===== src/rtl/pic_pkg.sv =====
// Shared types and defaults for the PIC interrupt arbiter.
package pic_pkg;

  typedef enum logic [1:0] {
    PIC_IDLE    = 2'd0,
    PIC_OFFER   = 2'd1,
    PIC_SERVICE = 2'd2
  } pic_state_e;

  localparam int PIC_PRIO_W = 3;

endpackage


===== src/rtl/pic_rr_select.sv =====
// Rotating find-first-one: grants the first set request at or after ptr+1,
// wrapping at WIDTH-1 (explicit compare, so non-power-of-2 widths work).
module pic_rr_select #(
  parameter int WIDTH = 32,
  localparam int IDW = (WIDTH > 1) ? $clog2(WIDTH) : 1
) (
  input  logic [WIDTH-1:0] req,
  input  logic [IDW-1:0]   ptr,
  output logic [IDW-1:0]   grant,
  output logic             any
);

  localparam logic [IDW-1:0] LAST = IDW'(WIDTH - 1);

  logic [IDW-1:0] idx;
  logic           found;

  // Walk the ring once starting just after the pointer; first hit wins.
  always_comb begin
    grant = '0;
    found = 1'b0;
    idx   = (ptr == LAST) ? '0 : ptr + 1'b1;
    for (int off = 0; off < WIDTH; off++) begin
      if (!found && req[idx]) begin
        grant = idx;
        found = 1'b1;
      end
      idx = (idx == LAST) ? '0 : idx + 1'b1;
    end
    any = found;
  end

endmodule


===== src/rtl/pic_irq_arbiter.sv =====
// Interrupt arbiter: priority + threshold filtering, round-robin among equal
// priorities, valid/ready claim handshake and in-service tracking until EOI.
//
// state       | meaning
// PIC_IDLE    | arbitrating every cycle; registers a winner when one exists
// PIC_OFFER   | winner frozen on claim_*_o until the CPU accepts
// PIC_SERVICE | claimed irq awaiting its matching EOI; no new offers
module pic_irq_arbiter
  import pic_pkg::*;
#(
  parameter int NUM_IRQ = 32,
  parameter int PRIO_W  = PIC_PRIO_W,
  parameter int ID_W    = $clog2(NUM_IRQ)
) (
  input  logic                      clk_i,
  input  logic                      rst_i,
  input  logic [NUM_IRQ-1:0]        irq_pending_i,
  input  logic [NUM_IRQ-1:0]        irq_enable_i,
  input  logic [NUM_IRQ*PRIO_W-1:0] irq_prio_i,
  input  logic [PRIO_W-1:0]         threshold_i,
  output logic                      claim_valid_o,
  output logic [ID_W-1:0]           claim_id_o,
  output logic [PRIO_W-1:0]         claim_prio_o,
  input  logic                      claim_ready_i,
  input  logic                      eoi_valid_i,
  input  logic [ID_W-1:0]           eoi_id_i,
  output logic                      in_service_o,
  output logic                      err_o
);

  pic_state_e         state, state_nxt;
  logic [NUM_IRQ-1:0] eligible;
  logic [NUM_IRQ-1:0] top_mask;
  logic [PRIO_W-1:0]  max_prio;
  logic [ID_W-1:0]    rr_ptr, rr_nxt;
  logic [ID_W-1:0]    win_id;
  logic               win_any;
  logic               valid_nxt;
  logic [ID_W-1:0]    id_nxt;
  logic [PRIO_W-1:0]  prio_nxt;
  logic               err_nxt;

  // Eligibility filter and unsigned max-priority reduction over eligible sources.
  always_comb begin
    eligible = '0;
    max_prio = '0;
    for (int n = 0; n < NUM_IRQ; n++) begin
      eligible[n] = irq_pending_i[n] && irq_enable_i[n] &&
                    (irq_prio_i[n*PRIO_W +: PRIO_W] > threshold_i);
      if (eligible[n] && (irq_prio_i[n*PRIO_W +: PRIO_W] > max_prio))
        max_prio = irq_prio_i[n*PRIO_W +: PRIO_W];
    end
  end

  // Only eligible sources sitting at the top priority compete in the ring.
  always_comb begin
    top_mask = '0;
    for (int n = 0; n < NUM_IRQ; n++)
      top_mask[n] = eligible[n] && (irq_prio_i[n*PRIO_W +: PRIO_W] == max_prio);
  end

  pic_rr_select #(.WIDTH(NUM_IRQ)) u_rr_select (
    .req   (top_mask),
    .ptr   (rr_ptr),
    .grant (win_id),
    .any   (win_any)
  );

  // Next-state and next-output decode; offers stay frozen outside IDLE.
  always_comb begin
    state_nxt = state;
    valid_nxt = claim_valid_o;
    id_nxt    = claim_id_o;
    prio_nxt  = claim_prio_o;
    rr_nxt    = rr_ptr;
    err_nxt   = 1'b0;
    case (state)
      PIC_IDLE: begin
        if (win_any) begin
          valid_nxt = 1'b1;
          id_nxt    = win_id;
          prio_nxt  = max_prio;
          state_nxt = PIC_OFFER;
        end
        err_nxt = eoi_valid_i;
      end
      PIC_OFFER: begin
        err_nxt = eoi_valid_i;
        if (claim_ready_i) begin
          rr_nxt    = claim_id_o;
          valid_nxt = 1'b0;
          state_nxt = PIC_SERVICE;
        end
      end
      PIC_SERVICE: begin
        if (eoi_valid_i) begin
          if (eoi_id_i == claim_id_o) state_nxt = PIC_IDLE;
          else                        err_nxt   = 1'b1;
        end
      end
      default: state_nxt = PIC_IDLE;
    endcase
  end

  // State and output registers; rr_ptr resets to the last id so id 0 wins the first tie.
  always_ff @(posedge clk_i or posedge rst_i) begin
    if (rst_i) begin
      state         <= PIC_IDLE;
      claim_valid_o <= 1'b0;
      claim_id_o    <= '0;
      claim_prio_o  <= '0;
      rr_ptr        <= ID_W'(NUM_IRQ - 1);
      err_o         <= 1'b0;
    end else begin
      state         <= state_nxt;
      claim_valid_o <= valid_nxt;
      claim_id_o    <= id_nxt;
      claim_prio_o  <= prio_nxt;
      rr_ptr        <= rr_nxt;
      err_o         <= err_nxt;
    end
  end

  assign in_service_o = (state == PIC_SERVICE);

endmodule


===== config.mk =====
export PLATFORM = sky130hd
export DESIGN_NAME = pic_irq_arbiter
export DESIGN_NICKNAME = d
export VERILOG_FILES = /design/src/rtl/pic_pkg.sv /design/src/rtl/pic_rr_select.sv /design/src/rtl/pic_irq_arbiter.sv
export SDC_FILE = /design/constraint.sdc
export NUM_CORES = 1
export LEC_CHECK = 0
export CAP_MARGIN = 10
export CORE_MARGIN = 5
export CORE_UTILIZATION = 37
export CTS_BUF_LIST = sky130_fd_sc_hd__clkbuf_4
export DETAILED_ROUTE_END_ITERATION = 7
export GPL_ROUTABILITY_DRIVEN = 0
export GPL_TIMING_DRIVEN = 0
export SLEW_MARGIN = 30
export SYNTH_ARGS = -nofsm -noshare
export SYNTH_HDL_FRONTEND = slang
export SYNTH_HIERARCHICAL = 1
export SYNTH_SLANG_ARGS = --single-unit

===== constraint.sdc =====
create_clock -name clk_i -period 37.9 [get_ports clk_i]
set_clock_uncertainty 0.2 [all_clocks]
set_input_delay 9.475 -clock clk_i [delete_from_list [all_inputs] [get_ports clk_i]]
set_output_delay 9.475 -clock clk_i [all_outputs]
set_load 0.05 [all_outputs]

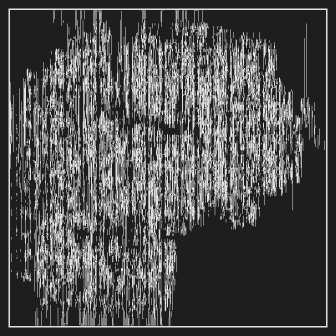
Fig. 1. Met2 routing (run 1).
main direction = vertical
nets with wire on the layer = 3115
share of all routed wire = 48%
longest straight run = 104 µm
Post-Route WL: 90.84 mm
global routing usage on met2: 0.4334
total via count in the routed design: 25930

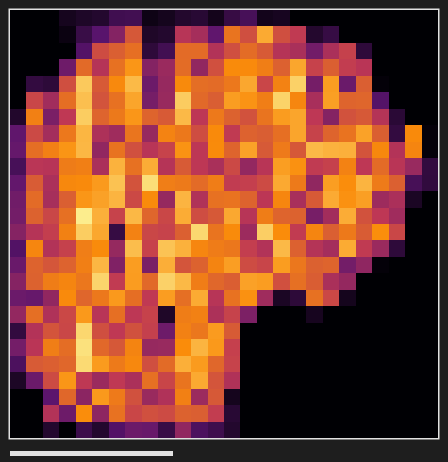
Fig. 2. Cell density map (run 1).
Scale bar: 100 µm. 26 x 26 tiles, from black (low) to pale yellow (high), 0 to 100% covered.
tiles over 75% full = 14%
fullest tile = 96%
nearly empty tiles = 25%
emptiest ninth of the die = bottom right
mean over tiles = 42%
core region area: 62970 µm²
end-of-flow core utilization: 0.4723

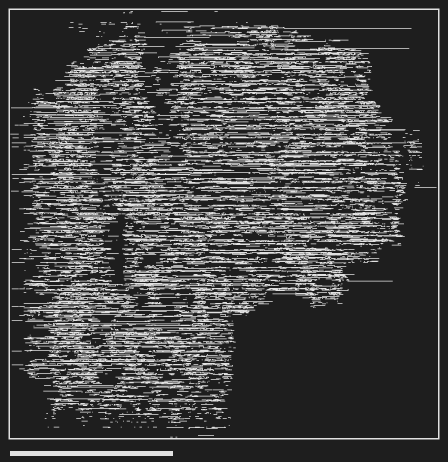
Fig. 3. Met1 routing (run 1).
Scale bar: 100 µm.
wire length on this layer = 34.8 mm
main direction = horizontal
longest straight run = 77.7 µm
nets with wire on the layer = 3303
share of all routed wire = 38%

==> run summary, run 1 <==
Summary of implementation figures.

STA
The final critical-path share of the clock period is 1.382. Based on the critical path, the design can be clocked at up to 19.09 MHz. The final timing report lists a hold violation count of 0. The shortest period the worst path allows is ~52000 ps. From the final report, the count of setup violators was given as 10. The smallest setup slack after layout is -14490 ps.

Yosys
The netlist area before placement is 23520 µm². Yosys reported a register bit count of 17. The main area contributors are sky130_fd_sc_hd__mux4_2 (26%), sky130_fd_sc_hd__ha_1 (11%), sky130_fd_sc_hd__mux2i_1 (3.8%). Counting every instance in the synthesized netlist gives 2749. The most common cell in the synthesized netlist is sky130_fd_sc_hd__mux4_2.

Yosys printed 6 warnings. A synthesized cell averages approximately 8.6 µm². For this run, the chip area from Yosys synthesis comes to 23520 µm². The library cell with the largest summed area after synthesis is sky130_fd_sc_hd__mux4_2. Yosys reported that registers with async set or reset make up 1.000. Counting instances in the post-synthesis netlist gives the leading cell types as sky130_fd_sc_hd__mux4_2 (273), sky130_fd_sc_hd__nand2_1 (219), sky130_fd_sc_hd__ha_1 (198), sky130_fd_sc_hd__nor2_1 (186), sky130_fd_sc_hd__inv_1 (166).

In this run, synthesis inferred 0 flip-flops with an integrated enable. The area fraction of the largest cell type after synthesis is 0.2615. The synthesis report names the predominant flop master as sky130_fd_sc_hd__dfrtp_1. The part of the Yosys area used for sequential elements is 0.01836. The cell count in the Yosys report is 2749.

GRT
Summed over all routing layers, the global router reports a total usage of 0.2515. The number of antenna violations at the first check in global routing is 4. The overall overflow remaining after global route is 0. The first global-routing pass estimated ~140 mm of wire.

Setup path
The type of origin of the critical path is a primary input. The critical path data required time is 37970 ps. The worst-case reg-to-reg path depth is 144. On the critical path the data arrives at 52450 ps. The cell type group with the largest total delay on the critical path is AND-OR/OR-AND gates. The path type of the worst setup path is in2reg.

The register-to-register setup slack is 140 ps. The critical path starts at irq_prio_i[2]. STA lists the endpoint of the worst register-to-register path as claim_id_o[0]. The total stage count of the critical path is between 200 and 250.

The launching point of the worst reg2reg path is rr_ptr[2]. The critical path's slowest stage uses the library cell sky130_fd_sc_hd__mux4_2. The sum of buffers and inverters on the critical path is 36.

For this run, the slowest stage of the critical path takes 500 ps. The most numerous cell type found on the critical path is sky130_fd_sc_hd__buf_4.

Clock tree
Looking at the clock tree report, the maximum root-to-sink buffer count equals 2. The CTS report gives the tree buffer count as 3. On the worst setup and hold paths after CTS, the clock-pin slew comes to 160 ps. At the later pin of the worst-skew pair, clock insertion delay measures 380 ps.

The number of levels the H-tree was split into is 1. The clock tree from TritonCTS is built. The number of clock sinks is 17. The root cell of the clock tree is sky130_fd_sc_hd__clkbuf_4.

Floorplanning
In this run the count of I/O pins placed on the die edge is around 180. The overall die area is approximately 70000 µm². The height of the die is between 200 and 300 µm. The x dimension of the die is approximately 260 µm.

Detailed routing
The first detailed-routing pass took 5 iterations. The post-detailed-route via-to-cell ratio is ~6.5. The routed length per instance is between 20 and 25 µm. The remaining design rule violation count is 0.

The number of violations reported at the end of detailed-routing iteration 0 is 2220.

Cells and area
The number of multi-input combinational cells in the layout is about 2300. The area share of buffers outside the clock network is 0.1527. The total of clock buffers placed in the layout is 3. The area growth from synthesis to final layout is 26.45%. The final non-filler cell total is 3969. The flip-flop and latch share of the layout cell area is 0.01452.

The plain and repair buffers instantiated in the layout total between 500 and 600. The non-clock inverter instance count of the final layout is between 150 and 200. The fraction of final cell area spent on clock buffers and inverters in this run is 0.001010.

Leaving out buffers and inverters, the combinational logic in the layout accounts for 22970 µm². The library cells used most frequently in the layout, excluding fill and tap cells, are sky130_fd_sc_hd__mux4_2 (273), sky130_fd_sc_hd__nand2_1 (213), sky130_fd_sc_hd__ha_1 (180). The largest cell class by area is combinational gates. In the final layout, the fill cell count is approximately 5900. The proportion of layout cells with a drive suffix above 1 is 0.3063. In the finished design the tool counted flip-flops and latches totalling 17.

Among logic cells in the layout, the one with the most instances is sky130_fd_sc_hd__mux4_2.

Flow run
The count of max-cap constraint violations is 0.

Place
Port buffering added 182 buffers. The count of placed standard cells including taps is 3778.

Hold path
The path class of the lowest-slack min-delay path is reg2reg. The count of cells along the worst hold path is 1. The capture endpoint of the worst hold path is claim_prio_o[1].

Status
The flow ran to the end, but the final reports show violations. The final reports fail on setup timing.
[run 1: repair_timing]
item / in CTS / in global routing
setup buffers: 146 / 33
gates cloned: 6 / 1
endpoints found under the hold margin: 0 / 0
gates resized: 232 / 82
pin swaps: 115 / 90
endpoints found under the setup margin: 10 / 10
[run 1: stage by stage]
stage	utilization	TNS (ps)	setup slack [ps]	instance area (µm²)
4_1_cts	0.4612	-137300	-13960	29040
5_1_grt	0.4722	-163210	-16440	29730
2_1_floorplan	-	-115390	-11630	23910
6_report	0.4723	-143750	-14490	29740
3_5_place_dp	0.4260	-178030	-18110	26820
3_3_place_gp	0.4255	-173770	-17740	26790
[run 1: sequential cells by signal, indices dropped and copies added, names as in the netlist]
signal and count:
err_o 1, state 2, claim_prio_o 3, claim_id_o 5
claim_valid_o 1, rr_ptr 5
[run 1: logic make-up after synthesis]
logic type                 count (synthesis)  synth area share
and+or+nand+nor                          920            0.2029
xor gates and xnor gates                  96           0.03639
DFF                                       17           0.01836
buffers and inverters                    388           0.06523
AOI/OAI and AO/OA                        662            0.2155
muxes                                    468            0.3562
adders and majority gates                198            0.1053
[run 1: layer usage]
layer  track usage  wire length [µm]  vias up
li1              -                 -    11560
met3       0.03843              7959      288
met4        0.1012              4117        2
met5             0                20        -
met2        0.4334             43940     1419
met1        0.3166             34800    12660
==> run 2, diff against run 1 <==
--- a/config.mk
+++ b/config.mk
@@ -8,7 +8,6 @@
 export CAP_MARGIN = 10
 export CORE_MARGIN = 5
 export CORE_UTILIZATION = 37
-export CTS_BUF_LIST = sky130_fd_sc_hd__clkbuf_4
 export DETAILED_ROUTE_END_ITERATION = 7
 export GPL_ROUTABILITY_DRIVEN = 0
 export GPL_TIMING_DRIVEN = 0
==> run 2 against run 1 <==
The flow still finishes with violations (setup timing). Largest cell class unchanged. Routed wire length up 0.17%. Die size unchanged. Synthesized cell count unchanged. First-iteration DRC count up 3.7%.
==> run summary, run 2 <==
Summary of implementation figures.

Status
The checks that failed: setup timing. The run finished, with violations left.

STA
The smallest setup slack after layout is -14670 ps. The last timing report of the flow puts the setup violation total at 10. The final timing summary puts the cycle share of the worst path at 1.387.

Setup path
Data arrives at the worst endpoint at 52520 ps. The critical-path cell with the highest stage delay is sky130_fd_sc_hd__mux4_2. The cell repeated most along the worst path is sky130_fd_sc_hd__buf_4. STA classifies the critical path startpoint as a primary input. Counting both buffers and inverters, the worst setup path holds a total of 30.

Yosys
Counting instances in the post-synthesis netlist gives the leading cell types as sky130_fd_sc_hd__mux4_2 (273), sky130_fd_sc_hd__nand2_1 (219), sky130_fd_sc_hd__ha_1 (198), sky130_fd_sc_hd__nor2_1 (186), sky130_fd_sc_hd__inv_1 (166). The synthesized design contains 0 enable-type register cells. The number of register bits inferred by synthesis is 17.

The library cell with the largest summed area after synthesis is sky130_fd_sc_hd__mux4_2. The part of the Yosys area used for sequential elements is 0.01836. The Yosys step of the flow raised 6 warnings. The cell count in the Yosys report is 2749. After synthesis, the share of flip-flops with an asynchronous set or reset is 1.000. Synthesis handed over a netlist of 2749 instances.

Floorplanning
The floorplan report gives the top-level pin count as 183. The die covers between 60000 and 70000 µm². The vertical die dimension reported for this design is roughly 260 µm. The floorplan core area is approximately 63000 µm².

Clock tree
CTS reports a maximum clock tree buffer depth of 2. The clock net in this run drives a total of 17 sinks. The number of levels the H-tree was split into is 1.

Cells and area
By instance count after routing, the leading logic cell type is sky130_fd_sc_hd__mux4_2. Excluding fillers, the count of instances in the completed layout stands at 3971. The layout summary lists the proportion of cells stronger than drive strength 1 as 0.3061. The final core utilization is 0.4719. The layout report lists the multi-input gate area as between 20000 and 25000 µm². In the final layout, the registers with the most flip-flops are claim_id_o x5, rr_ptr x5, claim_prio_o x3.

GRT
The number of antenna violations at the first check in global routing is 4. The routing usage on met3 is 0.03488. On met2, the global router reports a usage of 0.4330. The global routing's busiest layer is met2.

Detailed routing
After detailed routing, the average wire length per cell comes to 22.91 µm. After the first detailed-routing iteration, the DRC count stood at 2302. Per the detail_route log, the uppermost layer with routed signals is met5. The number of detailed-route iterations in the first pass is 6. The routed layout has 26040 vias.

The met1 layer wirelength in the final routing is about 35 mm.

Hold path
According to the hold report, the worst path is of the reg2reg type.

Place
The count of input and output buffers is between 150 and 200. The count of placed standard cells including taps is between 3000 and 4000.
[run 2: netlist changes by cell type in the layout (fill, tap and decap cells not counted), moves of 3 or more]
cell,delta
sky130_fd_sc_hd__buf_4,+5
sky130_fd_sc_hd__clkbuf_16,+3
sky130_fd_sc_hd__buf_8,-7
sky130_fd_sc_hd__buf_6,+9
sky130_fd_sc_hd__clkbuf_4,-5
sky130_fd_sc_hd__buf_12,-4
[run 2: path summary, 6_finish.rpt]
kind,end,depth (start not counted),start,slack (ps)
worst max-delay path,claim_id_o[1],240,threshold_i[1],-14670
worst min-delay path,claim_valid_o,1,claim_valid_o,310
worst max register to register,claim_id_o[0],143,rr_ptr[2],180
worst min register to register,claim_valid_o,1,claim_valid_o,310
max in group asynchronous,rr_ptr[2],2,rst_i,27780
min in group asynchronous,state[1],2,rst_i,9340
[run 2: final cells by class]
cell class / instances / share of cell area
inverter: 182 / 0.02324
clock inverter: 1 / 0.0002527
timing repair inverter: 2 / 0.0003369
clock buffer: 3 / 0.002527
antenna: 2 / 0.0001684
buffer: 206 / 0.03802
sequential: 17 / 0.01453
timing repair buffer: 368 / 0.1131
tap: 846 / 0.03562
multi-input combinational: 2344 / 0.7722
[run 2: cell families after synthesis]
family / after synthesis / share of synthesized area
simple gates: 920 / 0.2029
flops: 17 / 0.01836
buf+inv: 388 / 0.06523
mux: 468 / 0.3562
xor+xnor: 96 / 0.03639
fa+ha+maj: 198 / 0.1053
compound gates: 662 / 0.2155
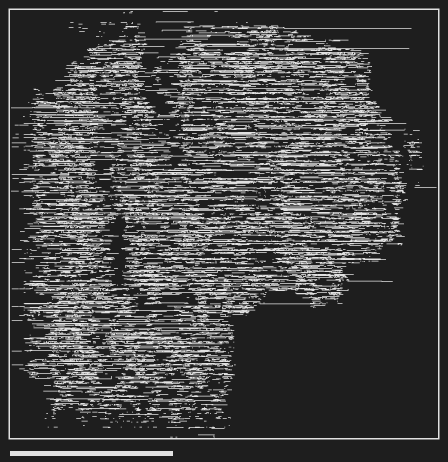
Fig. 4. Met1 routing (run 2).
Scale bar: 100 µm.
nets with wire on the layer = 3297
share of all routed wire = 38%
longest straight run = 98.4 µm
main direction = horizontal
wire length on this layer = 34.9 mm

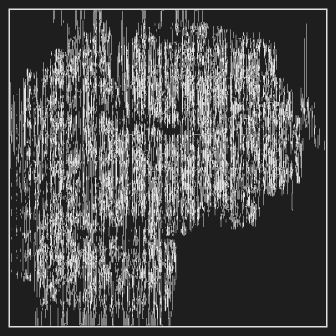
Fig. 5. Met2 routing (run 2).
nets with wire on the layer = 3115
wire length on this layer = 43.9 mm
main direction = vertical

